### src/rtl/dmem_arbiter.sv
// dmem_arbiter: two-port round-robin arbiter/sequencer for the block data memory.
// Optional watchdog enabled by defining DMEM_ARB_TIMEOUT_EN.
module dmem_arbiter #(
  parameter int ADDR_W         = 10,
  parameter int BLOCK_W        = 128,
  parameter int TIMEOUT_CYCLES = 64
) (
  input  logic               i_clk,
  input  logic               i_rst,
  input  logic               i_rq0_valid,
  input  logic               i_rq0_we,
  input  logic [ADDR_W-1:0]  i_rq0_addr,
  input  logic [BLOCK_W-1:0] i_rq0_wdata,
  input  logic               i_rq1_valid,
  input  logic               i_rq1_we,
  input  logic [ADDR_W-1:0]  i_rq1_addr,
  input  logic [BLOCK_W-1:0] i_rq1_wdata,
  output logic               o_rq0_ack,
  output logic               o_rq1_ack,
  output logic [BLOCK_W-1:0] o_rq0_rdata,
  output logic [BLOCK_W-1:0] o_rq1_rdata,
  output logic               o_rq_err,
  output logic               o_mem_ren,
  output logic               o_mem_wen,
  output logic [ADDR_W-1:0]  o_mem_addr,
  output logic [BLOCK_W-1:0] o_mem_din,
  input  logic               i_mem_ready,
  input  logic               i_mem_done,
  input  logic [BLOCK_W-1:0] i_mem_dout
);
  typedef enum logic [1:0] {IDLE, READ, WRITE, GAP} state_t;
  if (TIMEOUT_CYCLES < 2) begin : g_bad_cfg
    $error("TIMEOUT_CYCLES must be at least 2");
  end
  state_t r_state, w_state;
  logic r_last, w_last;
  logic r_ren, w_ren, r_wen, w_wen;
  logic [ADDR_W-1:0] r_addr, w_addr;
  logic [BLOCK_W-1:0] r_din, w_din, r_rdata0, w_rdata0, r_rdata1, w_rdata1, w_rd;
  logic r_ack0, w_ack0, r_ack1, w_ack1, r_err, w_err;
  logic w_pick, w_we, w_fin, w_tmo;
  // r_last doubles as the current winner once a grant has been made
  assign w_pick = (i_rq0_valid && i_rq1_valid) ? ~r_last : i_rq1_valid;
  assign w_we   = w_pick ? i_rq1_we : i_rq0_we;
  assign w_fin  = (r_state == READ && i_mem_ready) || (r_state == WRITE && i_mem_done);
  assign w_rd   = w_fin ? i_mem_dout : '0;
`ifdef DMEM_ARB_TIMEOUT_EN
  localparam int CW = $clog2(TIMEOUT_CYCLES + 1);
  logic [CW-1:0] r_cnt;
  always_ff @(posedge i_clk or posedge i_rst) begin
    if (i_rst) r_cnt <= '0;
    else r_cnt <= (r_state == IDLE) ? '0 : (r_state == READ || r_state == WRITE) ? r_cnt + 1'b1 : r_cnt;
  end
  assign w_tmo = (r_state == READ || r_state == WRITE) && r_cnt == CW'(TIMEOUT_CYCLES - 1);
`else
  assign w_tmo = 1'b0;
`endif
  always_comb begin
    w_state  = r_state;
    w_last   = r_last;
    w_ren    = r_ren;
    w_wen    = r_wen;
    w_addr   = r_addr;
    w_din    = r_din;
    w_rdata0 = r_rdata0;
    w_rdata1 = r_rdata1;
    w_ack0   = 1'b0;
    w_ack1   = 1'b0;
    w_err    = 1'b0;
    case (r_state)
      IDLE: if (i_rq0_valid || i_rq1_valid) begin
        w_last  = w_pick;
        w_ren   = ~w_we;
        w_wen   = w_we;
        w_addr  = w_pick ? i_rq1_addr : i_rq0_addr;
        w_din   = w_pick ? i_rq1_wdata : i_rq0_wdata;
        w_state = w_we ? WRITE : READ;
      end
      READ, WRITE: if (w_fin || w_tmo) begin
        w_state = GAP;
        w_ren   = 1'b0;
        w_wen   = 1'b0;
        w_ack0  = ~r_last;
        w_ack1  = r_last;
        w_err   = ~w_fin;
        if (r_state == READ) begin
          w_rdata0 = r_last ? r_rdata0 : w_rd;
          w_rdata1 = r_last ? w_rd : r_rdata1;
        end
      end
      default: w_state = IDLE;
    endcase
  end
  always_ff @(posedge i_clk or posedge i_rst) begin
    if (i_rst) begin
      r_state  <= IDLE;
      r_last   <= 1'b1;
      r_ren    <= 1'b0;
      r_wen    <= 1'b0;
      r_addr   <= '0;
      r_din    <= '0;
      r_rdata0 <= '0;
      r_rdata1 <= '0;
      r_ack0   <= 1'b0;
      r_ack1   <= 1'b0;
      r_err    <= 1'b0;
    end else begin
      r_state  <= w_state;
      r_last   <= w_last;
      r_ren    <= w_ren;
      r_wen    <= w_wen;
      r_addr   <= w_addr;
      r_din    <= w_din;
      r_rdata0 <= w_rdata0;
      r_rdata1 <= w_rdata1;
      r_ack0   <= w_ack0;
      r_ack1   <= w_ack1;
      r_err    <= w_err;
    end
  end
  assign o_rq0_ack   = r_ack0;
  assign o_rq1_ack   = r_ack1;
  assign o_rq0_rdata = r_rdata0;
  assign o_rq1_rdata = r_rdata1;
  assign o_rq_err    = r_err;
  assign o_mem_ren   = r_ren;
  assign o_mem_wen   = r_wen;
  assign o_mem_addr  = r_addr;
  assign o_mem_din   = r_din;
endmodule

### config.mk
export PLATFORM = sky130hd
export DESIGN_NAME = dmem_arbiter
export DESIGN_NICKNAME = d
export VERILOG_FILES = /design/src/rtl/dmem_arbiter.sv
export SDC_FILE = /design/constraint.sdc
export NUM_CORES = 1
export LEC_CHECK = 0
export ABC_CLOCK_PERIOD_IN_PS = 12600
export CORE_AREA = 5 5 312 314
export CTS_CLUSTER_SIZE = 8
export DETAILED_ROUTE_END_ITERATION = 16
export DIE_AREA = 0 0 317 319
export HOLD_SLACK_MARGIN = 0.15
export PLACE_DENSITY = 0.49
export SETUP_SLACK_MARGIN = 0.3
export SYNTH_ARGS = -nofsm -noshare
export SYNTH_HDL_FRONTEND = slang
export SYNTH_SLANG_ARGS = --single-unit
export TNS_END_PERCENT = 30
### constraint.sdc
create_clock -name i_clk -period 12.6 [get_ports i_clk]
set_input_delay 2.52 -clock i_clk [delete_from_list [all_inputs] [get_ports i_clk]]
set_output_delay 2.52 -clock i_clk [all_outputs]
set_load 0.005 [all_outputs]
Fig. 1: signal metal coverage by tile
Scale: 1 px per um. The die is cut into 32 by 32 equal tiles; dark purple is low, yellow is high, scaled to the fullest tile. Values are wire area over tile area, all layers added.
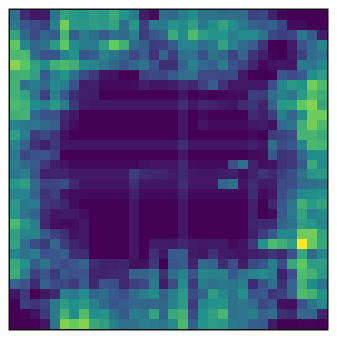
fullest tile: 0.44
emptiest ninth of the die: center
nearly empty tiles: 17%
overall track demand over capacity in global routing: 12.2%
wire length per cell after detailed routing: 20.0 um

Fig. 2: cell classes on the final placement
Scale: 1.5 px per um.
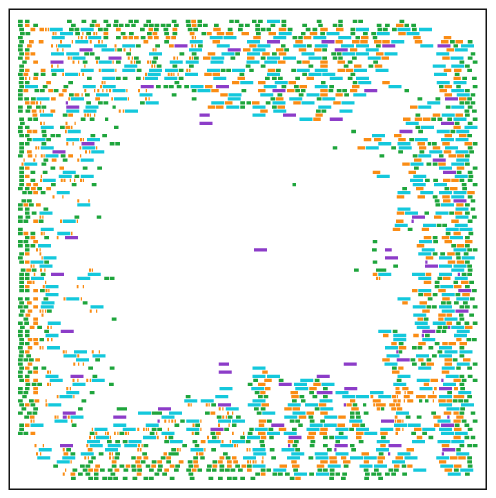
| class | color | cells | share of their area |
|---|---|---|---|
| clock drivers and dummy loads | purple | 77 | 5.9% |
| other buffers and delay cells | green | 822 | 31% |
| flops | cyan | 401 | 38% |
| all other logic | orange | 707 | 25% |
post-route standard cell area excluding fillers: 28100 um2
Util after Layout: 29.8%
number of cell rows: 113
flip-flop and latch share of the layout cell area: 35.7%

Fig. 3: M3 wires
Scale: 1 px per um.
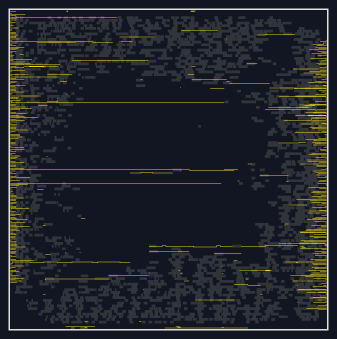
longest straight run: 213 um
main direction: horizontal
wire length on this layer: 6080 um
nets with wire on the layer: 425
share of all routed wire: 9.3%
Total Wirelength: 65500 um
total via count after detailed routing: 12400
GR Layer Usage met3: 4.40%

==> cell usage in the layout (no fill, tap or decap), types with 3 or more instances in the layout <==
cell and count:
buf_12 4, inv_1 3, buf_4 9, mux2_4 220
clkdlybuf4s50_1 809, ha_1 5, mux2i_1 141, o21ai_0 38
nand2_1 139, clkbuf_1 15, clkbuf_16 57, o21ai_1 100
nor2_1 4, mux2_1 20, diode_2 4, dfrtp_1 400
mux2_2 17
==> state kept, by name, indices dropped and copies added (netlist names) <==
signal and flops:
o_rq0_ack 1, o_mem_wen 1, o_mem_ren 1, r_last 1, o_mem_addr 10, o_rq1_ack 1, o_rq0_rdata 128, o_rq1_rdata 128
r_state 2, o_mem_din 128
==> qor.yml <==
power_report.internal_total_w: 0.00466
timing.hold.worst_path_depth: 2
synthesis.yosys.warnings: 0
ys_chip_area_um2: 17400
grt_max_degree: 214
clkSinkCount: 401
routed.top_layer: "met5"
hold_viol_final: 0
gp_congestion: 0.836
swShare_pct: 30.4
dp_hpwl_um: 51100
critical_path.reg2reg.startpoint: "r_state[0]"
holdCritStartpoint: "o_mem_din[120]"
synthesis.area_um2: 17400
seq_power_w: 0.00232
min_to: "o_mem_din[120]"
post_cts_buffers: 0
num-nets-final: 2406
dpl.cell_count: 3195
clock-skew-final_ns: 0.0198
postLayoutSetupSlackWorst_ns: 6.94
synth_async_sr_flop_share_pct: 100
well_tap_count: 1265
hold_path_class: "reg -> reg"
clockNetworkPower_w: 0.00140
initialDrtViolationCount: 572
initial_utilization_pct: 18.5
critPathSlowestCell: "buf_4"
pwr-share-clk_pct: 21.0
total_number_of_sequential_cells: 401
total_switching_power_w: 0.00204
cts-hold-fix-buffers: 0
timing.reg2reg.setup_slack_ns: 8.65
globalRouteOverflowTotal: 0
yosysCellCount: 1184
post_synth_main_logic_family: "multiplexers"
fmaxAchievable_mhz: 177
p_comb_w: 0.00298
worstPathRequired_ns: 13.07
critical_path.endpoint_type: "flop"
clock_tree_area_fraction_pct: 5.61
combAreaFraction_pct: 23.6
critPathLaunch: "i_mem_ready"
met2RoutedLength_um: 32500
n_clock_buffer: 73
worst-endpoint-arrival_ns: 6.13
worst_skew_pair.late_latency_ns: 0.59
met3_length_um: 6080
finalCritPeriodShare_pct: 44.9
cp-endpoint: "o_rq1_rdata[86]"
number_of_synthesized_flops_with_an_enable_pin: 0
pwr-share-seq_pct: 34.6
routed_via_density: 3.79
final_layout_size_suffix_gt1_share_pct: 15.9
synth_cell_type_count: 35
postCtsResizedCells: 0
r2r_cells: 7
detailedPlace.worstSlack_ns: 6.33
largestClassByArea: "sequential cells"
multi_input_comb_cells: 703
drt-pass1-iter-count: 4
m1WireLength_um: 25100
ctsLongestPathBuffers: 3
register_area_um2: 10000
worst-path-stages: 6
antenna-diode-count: 4
syn-instance-count: 1184
synth_top_cell_by_count: "dfrtp_1"
clock-root-buffer: "clkbuf_16"
timing.hold.ws_ns: 0.473
numCtsBuffers: 57
power.largest_group: "combinational logic"
mappedNetlistNets: 1601
postSynthRegisterBits: 401
slew_viol_final: 0
grt.met1_usage_pct: 13.9
synthTopCellsByCount: "dfrtp_1, mux2_4, mux2i_1"
final-instance-count-excl-fill: 3276
power_w: 0.00670
coreArea_um2: 94300
detail-route-antenna-nets: 0
worst-setup-path-type: "in -> reg"
most_numerous_cell_on_the_critical_path: "buf_4"
slew_headroom_pct: 28.9
critical_path.top_delay_family: "buffers and inverters"
post_synth_and_or_nand_nor_area_fraction_pct: 3.40
count_of_buffers_from_port_buffering: 809
crit_path_max_incr_delay_ns: 0.90
avgSynthCellArea_um2: 14.7
clk_pin_slew_worst_setup_hold_paths_ns: 0.05
outcome: "complete, no violations"
worstPathMaxFanout: 51
vdd_ir_drop_max_mv: 0.155
post_synthesis_cell_type_with_the_largest_combined_area: "dfrtp_1"
io_pins: 811
worstPathCellList: "clkdlybuf4s50_1 > a22o_1 > nand3_4 > buf_4 > buf_4 > mux2_4"
synthAoiAreaFrac_pct: 4.60
layout.filler_cells: 9555
area_growth_pct: 61.3
chip_area_um2: 101000
top_area_share_pct: 57.5
die_width_um: 317
multiInputGateArea_um2: 6620
setup_viol: 0
layout.nonclk_buf_share_pct: 29.4
share_comb_of_total_power_pct: 44.5
cp-start-kind: "primary input"
top_post_synthesis_cells_by_area: "dfrtp_1, mux2_4, mux2i_1, nand2_1, o21ai_1"
critical_path.reg2reg.endpoint: "o_rq1_rdata[86]"
die_h_um: 319
dominant_register_cell: "dfrtp_1"
tns_ns: 0
max-cap-violations: 0
antenna_found_initial: 10
global_route.peak_usage_layer: "met2"
seq_area_frac_synth_pct: 57.7
rsz0062_at_grt: "false"
post_synth_xor_area_fraction_pct: 0
global_route_wire_length_before_repair_um: 93200
cts_tree: "done"
grt_use_met2_pct: 21.4
first_global_vias: 13400
non_clock_buffer_count: 822
htreeDepth: 2
layout.non_clock_inverters: 4
drc: 0
adder_and_majority_gate_portion_of_the_synthesized_area_pct: 0.359
post_synth_mux_area_share_pct: 29.5
dpl_cell_area_um2: 26500
worstPathBufferInverterCount: 3
worstMarginPinSlew_ns: 1.07
pwr_density_cell_nw_per_um2: 239
warning_count: 42
static-leakage-power_nw: 12.2
layout_min_cycle_time_ns: 5.66
Power and IR drop assume default switching activity.
